`src/rtl/alu_result_formatter.sv`:
```
// -----------------------------------------------------------------------------
// alu_result_formatter
//
// Purpose:
//   Takes one packed ALU result/status pair per handshake and turns it into
//   four BCD display digits plus sign and error flags. The conversion is a
//   shift-add-3 (double-dabble) pass. Every opcode has the same latency:
//   the outputs update CONV_CYCLES+2 edges after the accept edge.
//
// Optional feature (compile-time macro):
//   FMT_ZERO_BLANK_EN - when defined, leading zeros are shown as 4'hF (blank).
//                       When undefined, leading zeros are shown as 4'h0.
//
// Ports:
//   clk            in   clock, rising edge
//   rst_n          in   asynchronous active-low reset
//   start          in   request; only accepted while busy=0
//   op[1:0]        in   00 add (BCD), 01 sub, 10 mul, 11 div
//   result[7:0]    in   ALU result word
//   status         in   ALU carry/borrow/overflow/div-by-zero flag
//   busy           out  conversion in progress
//   done           out  one-cycle pulse when the outputs update
//   d3..d0[3:0]    out  BCD digits, d3 most significant; 4'hF = blank/error
//   neg            out  result negative (sub only)
//   err            out  result not displayable
// -----------------------------------------------------------------------------
module alu_result_formatter #(
  parameter int CONV_CYCLES = 8
) (
  input  logic       clk,
  input  logic       rst_n,
  input  logic       start,
  input  logic [1:0] op,
  input  logic [7:0] result,
  input  logic       status,
  output logic       busy,
  output logic       done,
  output logic [3:0] d3,
  output logic [3:0] d2,
  output logic [3:0] d1,
  output logic [3:0] d0,
  output logic       neg,
  output logic       err
);

  localparam logic [2:0] LP_LAST = 3'(CONV_CYCLES - 1);
  localparam logic [3:0] LP_BLANK = 4'hF;

  typedef enum logic [1:0] {S_IDLE, S_LOAD, S_SHIFT, S_DONE} state_t;

  state_t      r_state;
  state_t      w_state_next;
  logic [2:0]  r_cnt;

  // Captured request
  logic [1:0]  r_op;
  logic [7:0]  r_result;
  logic        r_status;

  // Lane A converts the main magnitude (or the div quotient); lane B converts
  // the div remainder. Both run for the same number of iterations.
  logic [7:0]  r_bin_a;
  logic [11:0] r_bcd_a;
  logic [7:0]  r_bin_b;
  logic [7:0]  r_bcd_b;
  logic [11:0] w_adj_a;
  logic [7:0]  w_adj_b;
  logic [7:0]  w_mag;

  // Output registers
  logic [3:0]  r_d3, r_d2, r_d1, r_d0;
  logic        r_neg, r_err, r_done;

  // Decoded values presented to the output registers in DONE
  logic [3:0]  w_d3, w_d2, w_d1, w_d0;
  logic        w_neg, w_err;

  // ---------------------------------------------------------------------------
  // FSM
  // ---------------------------------------------------------------------------
  always_ff @(posedge clk or negedge rst_n) begin
    if (!rst_n) begin
      r_state <= S_IDLE;
    end else begin
      r_state <= w_state_next;
    end
  end

  always_comb begin
    w_state_next = r_state;
    case (r_state)
      S_IDLE:  if (start) w_state_next = S_LOAD;
      S_LOAD:  w_state_next = S_SHIFT;
      S_SHIFT: if (r_cnt == LP_LAST) w_state_next = S_DONE;
      S_DONE:  w_state_next = S_IDLE;
      default: w_state_next = S_IDLE;
    endcase
  end

  // ---------------------------------------------------------------------------
  // Double-dabble add-3 correction, one adjuster per BCD nibble
  // ---------------------------------------------------------------------------
  genvar gi;
  generate
    for (gi = 0; gi < 3; gi++) begin : g_adj_a
      assign w_adj_a[gi*4 +: 4] = (r_bcd_a[gi*4 +: 4] >= 4'd5) ?
                                  r_bcd_a[gi*4 +: 4] + 4'd3 : r_bcd_a[gi*4 +: 4];
    end
    for (gi = 0; gi < 2; gi++) begin : g_adj_b
      assign w_adj_b[gi*4 +: 4] = (r_bcd_b[gi*4 +: 4] >= 4'd5) ?
                                  r_bcd_b[gi*4 +: 4] + 4'd3 : r_bcd_b[gi*4 +: 4];
    end
  endgenerate

  // Magnitude fed to lane A: negated for negative sub results, the quotient
  // nibble for div, the raw word otherwise (add does not use the converter).
  always_comb begin
    w_mag = r_result;
    if (r_op == 2'b01 && r_result[7]) begin
      w_mag = ~r_result + 8'd1;
    end else if (r_op == 2'b11) begin
      w_mag = {4'd0, r_result[3:0]};
    end
  end

  // ---------------------------------------------------------------------------
  // Datapath
  // ---------------------------------------------------------------------------
  always_ff @(posedge clk or negedge rst_n) begin
    if (!rst_n) begin
      r_cnt    <= 3'd0;
      r_op     <= 2'd0;
      r_result <= 8'd0;
      r_status <= 1'b0;
      r_bin_a  <= 8'd0;
      r_bcd_a  <= 12'd0;
      r_bin_b  <= 8'd0;
      r_bcd_b  <= 8'd0;
      r_d3     <= 4'd0;
      r_d2     <= 4'd0;
      r_d1     <= 4'd0;
      r_d0     <= 4'd0;
      r_neg    <= 1'b0;
      r_err    <= 1'b0;
      r_done   <= 1'b0;
    end else begin
      r_done <= 1'b0;
      case (r_state)
        S_IDLE: begin
          if (start) begin
            r_op     <= op;
            r_result <= result;
            r_status <= status;
          end
        end
        S_LOAD: begin
          r_cnt   <= 3'd0;
          r_bin_a <= w_mag;
          r_bcd_a <= 12'd0;
          r_bin_b <= {4'd0, r_result[7:4]};
          r_bcd_b <= 8'd0;
        end
        S_SHIFT: begin
          r_cnt   <= r_cnt + 3'd1;
          r_bcd_a <= {w_adj_a[10:0], r_bin_a[7]};
          r_bin_a <= {r_bin_a[6:0], 1'b0};
          r_bcd_b <= {w_adj_b[6:0], r_bin_b[7]};
          r_bin_b <= {r_bin_b[6:0], 1'b0};
        end
        S_DONE: begin
          r_d3   <= w_d3;
          r_d2   <= w_d2;
          r_d1   <= w_d1;
          r_d0   <= w_d0;
          r_neg  <= w_neg;
          r_err  <= w_err;
          r_done <= 1'b1;
        end
        default: ;
      endcase
    end
  end

  // ---------------------------------------------------------------------------
  // Per-opcode decode of the converted digits
  // ---------------------------------------------------------------------------
  always_comb begin
    w_d3  = 4'd0;
    w_d2  = 4'd0;
    w_d1  = 4'd0;
    w_d0  = 4'd0;
    w_neg = 1'b0;
    w_err = 1'b0;
    case (r_op)
      2'b00: begin
        // Already BCD: carry is the tens digit
        w_d1  = {3'd0, r_status};
        w_d0  = r_result[3:0];
        w_err = (r_result[3:0] > 4'd9) || (r_result[7:4] != 4'd0);
      end
      2'b01: begin
        w_neg = r_result[7];
        w_d1  = r_bcd_a[7:4];
        w_d0  = r_bcd_a[3:0];
      end
      2'b10: begin
        w_d2 = r_bcd_a[11:8];
        w_d1 = r_bcd_a[7:4];
        w_d0 = r_bcd_a[3:0];
      end
      default: begin
        w_err = r_status;
        w_d3  = r_bcd_a[7:4];
        w_d2  = r_bcd_a[3:0];
        w_d1  = r_bcd_b[7:4];
        w_d0  = r_bcd_b[3:0];
      end
    endcase

`ifdef FMT_ZERO_BLANK_EN
    if (r_op == 2'b11) begin
      // Quotient and remainder are blanked independently on their tens digit
      if (w_d3 == 4'd0) w_d3 = LP_BLANK;
      if (w_d1 == 4'd0) w_d1 = LP_BLANK;
    end else if (w_d3 == 4'd0) begin
      w_d3 = LP_BLANK;
      if (w_d2 == 4'd0) begin
        w_d2 = LP_BLANK;
        if (w_d1 == 4'd0) w_d1 = LP_BLANK;
      end
    end
`endif

    if (w_err) begin
      w_d3  = LP_BLANK;
      w_d2  = LP_BLANK;
      w_d1  = LP_BLANK;
      w_d0  = LP_BLANK;
      w_neg = 1'b0;
    end
  end

  assign busy = (r_state != S_IDLE);
  assign done = r_done;
  assign d3   = r_d3;
  assign d2   = r_d2;
  assign d1   = r_d1;
  assign d0   = r_d0;
  assign neg  = r_neg;
  assign err  = r_err;

endmodule
```
`config.mk`:
```
export PLATFORM = sky130hd
export DESIGN_NAME = alu_result_formatter
export DESIGN_NICKNAME = d
export VERILOG_FILES = /design/src/rtl/alu_result_formatter.sv
export SDC_FILE = /design/constraint.sdc
export NUM_CORES = 1
export LEC_CHECK = 0
export ABC_CLOCK_PERIOD_IN_PS = 2100
export CAP_MARGIN = 5
export CORE_MARGIN = 5
export CORE_UTILIZATION = 55
export DETAILED_ROUTE_END_ITERATION = 8
export PLACE_DENSITY = 0.8
export SETUP_SLACK_MARGIN = 0.02
export SYNTH_ARGS = -nofsm -noshare
export SYNTH_HDL_FRONTEND = slang
export SYNTH_SLANG_ARGS = --single-unit
```
`constraint.sdc`:
```
create_clock -name clk -period 2.1 [get_ports clk]
set_clock_uncertainty 0.05 [all_clocks]
set_input_delay 0.21 -clock clk [delete_from_list [all_inputs] [get_ports clk]]
set_output_delay 0.21 -clock clk [all_outputs]
set_load 0.01 [all_outputs]
```
==> out/results.txt <==
status - finished, final reports clean
CTS resizes - 0
Critical Path Most Common Cell - inv_1
final hold viol count - 0
Final Slew Violations - 0
GRT Total Usage - 20.23%
Worst-path clk slew - 0.07 ns
Post-Route Setup TNS - 0 ns
unrepaired setup endpoints after global routing - false
Clock Power Share - 15.2%
clock buffer depth - 2
critical path launch point type - register
Worst Setup Path Type - reg2out
GR met3 Demand/Resource - 6.114%
pre-CTS setup slack - 0.2982 ns
initial DRC count - 119
CTS H-tree depth - 3
Post-Syn Nets - 415
Post-DP Area - 4239 µm²
slowest stage delay, CP - 0.54 ns
Vias/cell - 5.735
clk root buf - clkbuf_8
GR Overflow Total - 0
final period utilization - 93.18%
Max VDD drop - 0.0009087 V
Yosys warning total - 0
-- layout by cell type (no fill, tap or decap), drive strengths merged, types with 12 or more instances in the layout --
master,count
nor2,35
a21oi,32
inv,39
dfrtp,71
clkdlybuf4s50,32
nand2,17
o22ai,12
ha,22
clkbuf,13
mux2,20
o21ai,29
-- worst register-to-register path: cells and delay by family (launching register included) --
| family | cells | cell delay, ns |
|---|---|---|
| flip-flops | 1 | 0.45 |
| AND/OR/NAND/NOR | 2 | 0.37 |
| buffers and inverters | 2 | 0.34 |
| AND-OR/OR-AND | 2 | 0.27 |
| adder cells (fa/ha/maj) | 1 | 0.24 |
-- final cells by class --
cell class | count | area (µm²)
multi-input cells | 249 | 1778
fillers | 530 | 2323
clock inverters | 2 | 15.01
well taps | 80 | 100.1
flip-flops and latches | 71 | 1777
inverters | 39 | 146.4
clock buffers | 13 | 168.9
repair buffers | 44 | 447.9
-- cells by family (layout without fill, tap and decap cells) --
| group | Yosys count | in the layout | synth area share [%] |
|---|---|---|---|
| AND-OR/OR-AND | 99 | 99 | 18.18 |
| XOR/XNOR | 9 | 9 | 2.071 |
| adder cells (fa/ha/maj) | 22 | 22 | 7.232 |
| buffers and inverters | 59 | 98 | 6.607 |
| flip-flops | 71 | 71 | 46.68 |
| multiplexers | 24 | 24 | 6.969 |
| AND/OR/NAND/NOR | 95 | 95 | 12.26 |
-- synthesized netlist by cell type, types with 2 or more instances --
cell type  count  share of area [%]
inv_1         39                3.8
o211ai_1       3               0.59
dfrtp_1       71                 47
nand3_1       11                1.4
mux2i_1        4                1.1
o22ai_1       12                2.0
o311ai_0       2               0.46
nor2_1        34                3.4
and3_1         5               0.82
nand2_1       17                1.7
nand3b_1       4               0.79
a21oi_1       23                3.0
buf_2          5               0.66
xnor2_1        8                1.8
a21oi_4        9                3.8
mux2_2        20                5.9
ha_1          22                7.2
nand2b_1       9                1.5
a22oi_1       11                2.2
clkbuf_1      12                1.2
nor2b_1        2               0.33
o21ai_0       29                3.8
nor3_1         7               0.92
-- sequential cells by signal, indices dropped and copies added, names as in the netlist --
name / cells
r_bcd_b: 8
d3: 4
r_bcd_a: 12
err: 1
r_op: 2
r_bin_a: 8
r_result: 8
r_cnt: 3
d0: 4
r_status: 1
done: 1
d1: 4
neg: 1
r_state: 2
r_bin_b: 8
d2: 4
-- through the flow --
stage / hold slack (ns) / cells / total power [W] / util, %
2_1_floorplan: -0.1356 / 379 / 0.004518 / -
3_3_place_gp: 0.2150 / 482 / 0.005525 / 62.74
3_5_place_dp: 0.2144 / 482 / 0.005643 / 62.74
4_1_cts: 0.3728 / 498 / 0.006701 / 65.61
5_1_grt: 0.3798 / 498 / 0.007195 / 65.61
6_report: 0.3422 / 498 / 0.006653 / 65.61
-- final timing paths --
| path | startpoint | to | cells after the start |
|---|---|---|---|
| setup / recovery | r_state[0] | busy | 4 |
| hold / removal | rst_n | d3[1] | 3 |
| setup reg to reg | r_result[1] | d0[1] | 7 |
| hold reg to reg | err | err | 2 |
| max in group asynchronous | rst_n | d2[2] | 3 |
| min in group clk | result[3] | r_result[3] | 2 |
-- timing repair --
action	in CTS	in global routing
hold endpoints to repair	71	0
hold buffers	1	0
buffers inserted	0	0
### Met1 routing

Drawn at 4 px/µm. Supply wires on this layer in grey. Cells faint in the background.
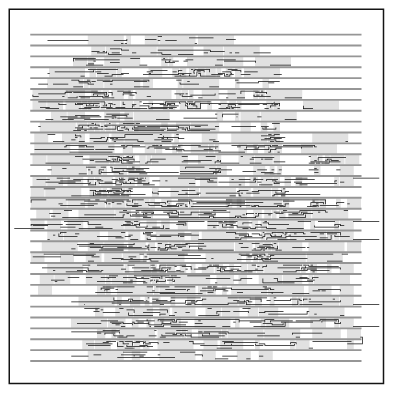
The layer holds 44% of the routed length. The wires run mostly horizontal. 394 nets have wire on it.

### Port wiring

Drawn at 3 px/µm.
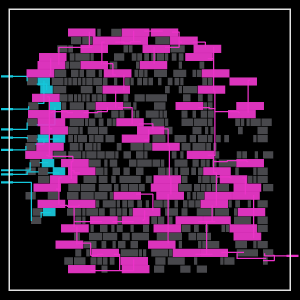
Key: rst_n = magenta [bits 1, direction input, end cells 71, buffers 3, wire 503 µm]; result = cyan [bits 8, direction input, end cells 8, buffers 8, wire 120 µm]

### Placed cells, one colour a class

Drawn at 4 px/µm.
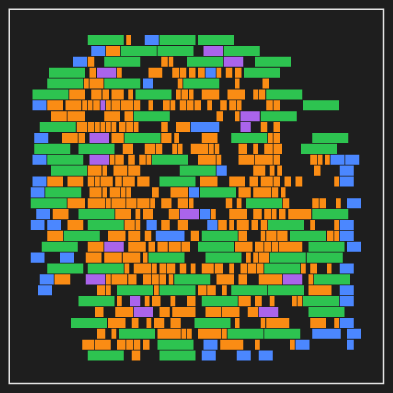
Key: clock drivers and dummy loads = purple [cells 15]; remaining buffers and delay cells = blue [cells 44]; registers = green [cells 71]; remaining logic cells = orange [cells 288]
Final Util: 65.61%
# rows: 30
core region area: 6756 µm²
Final Instance Area: 4433 µm²
flop share of the area: 40.08%

### Cell density map

Drawn at 4 px/µm. 9 x 9 tiles, from dark blue (low) to red (high), 0 to 100% covered.
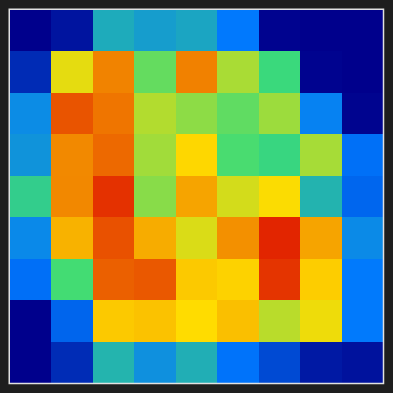
The emptiest ninth of the die: top right. The fullest tile reaches 96%. 11% of the tiles are nearly empty. The mean over all tiles is 50%. 31% of the tiles are over 75% full.

### Cell placement

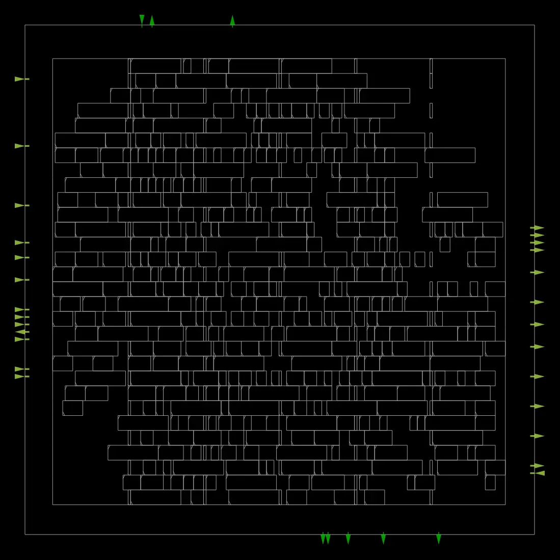
tapcell count: 80
Layout fillers: 530
flip-flops: 71
non-filler cells, final: 498

No activity file was given, so power comes from the tool's default toggle rates.
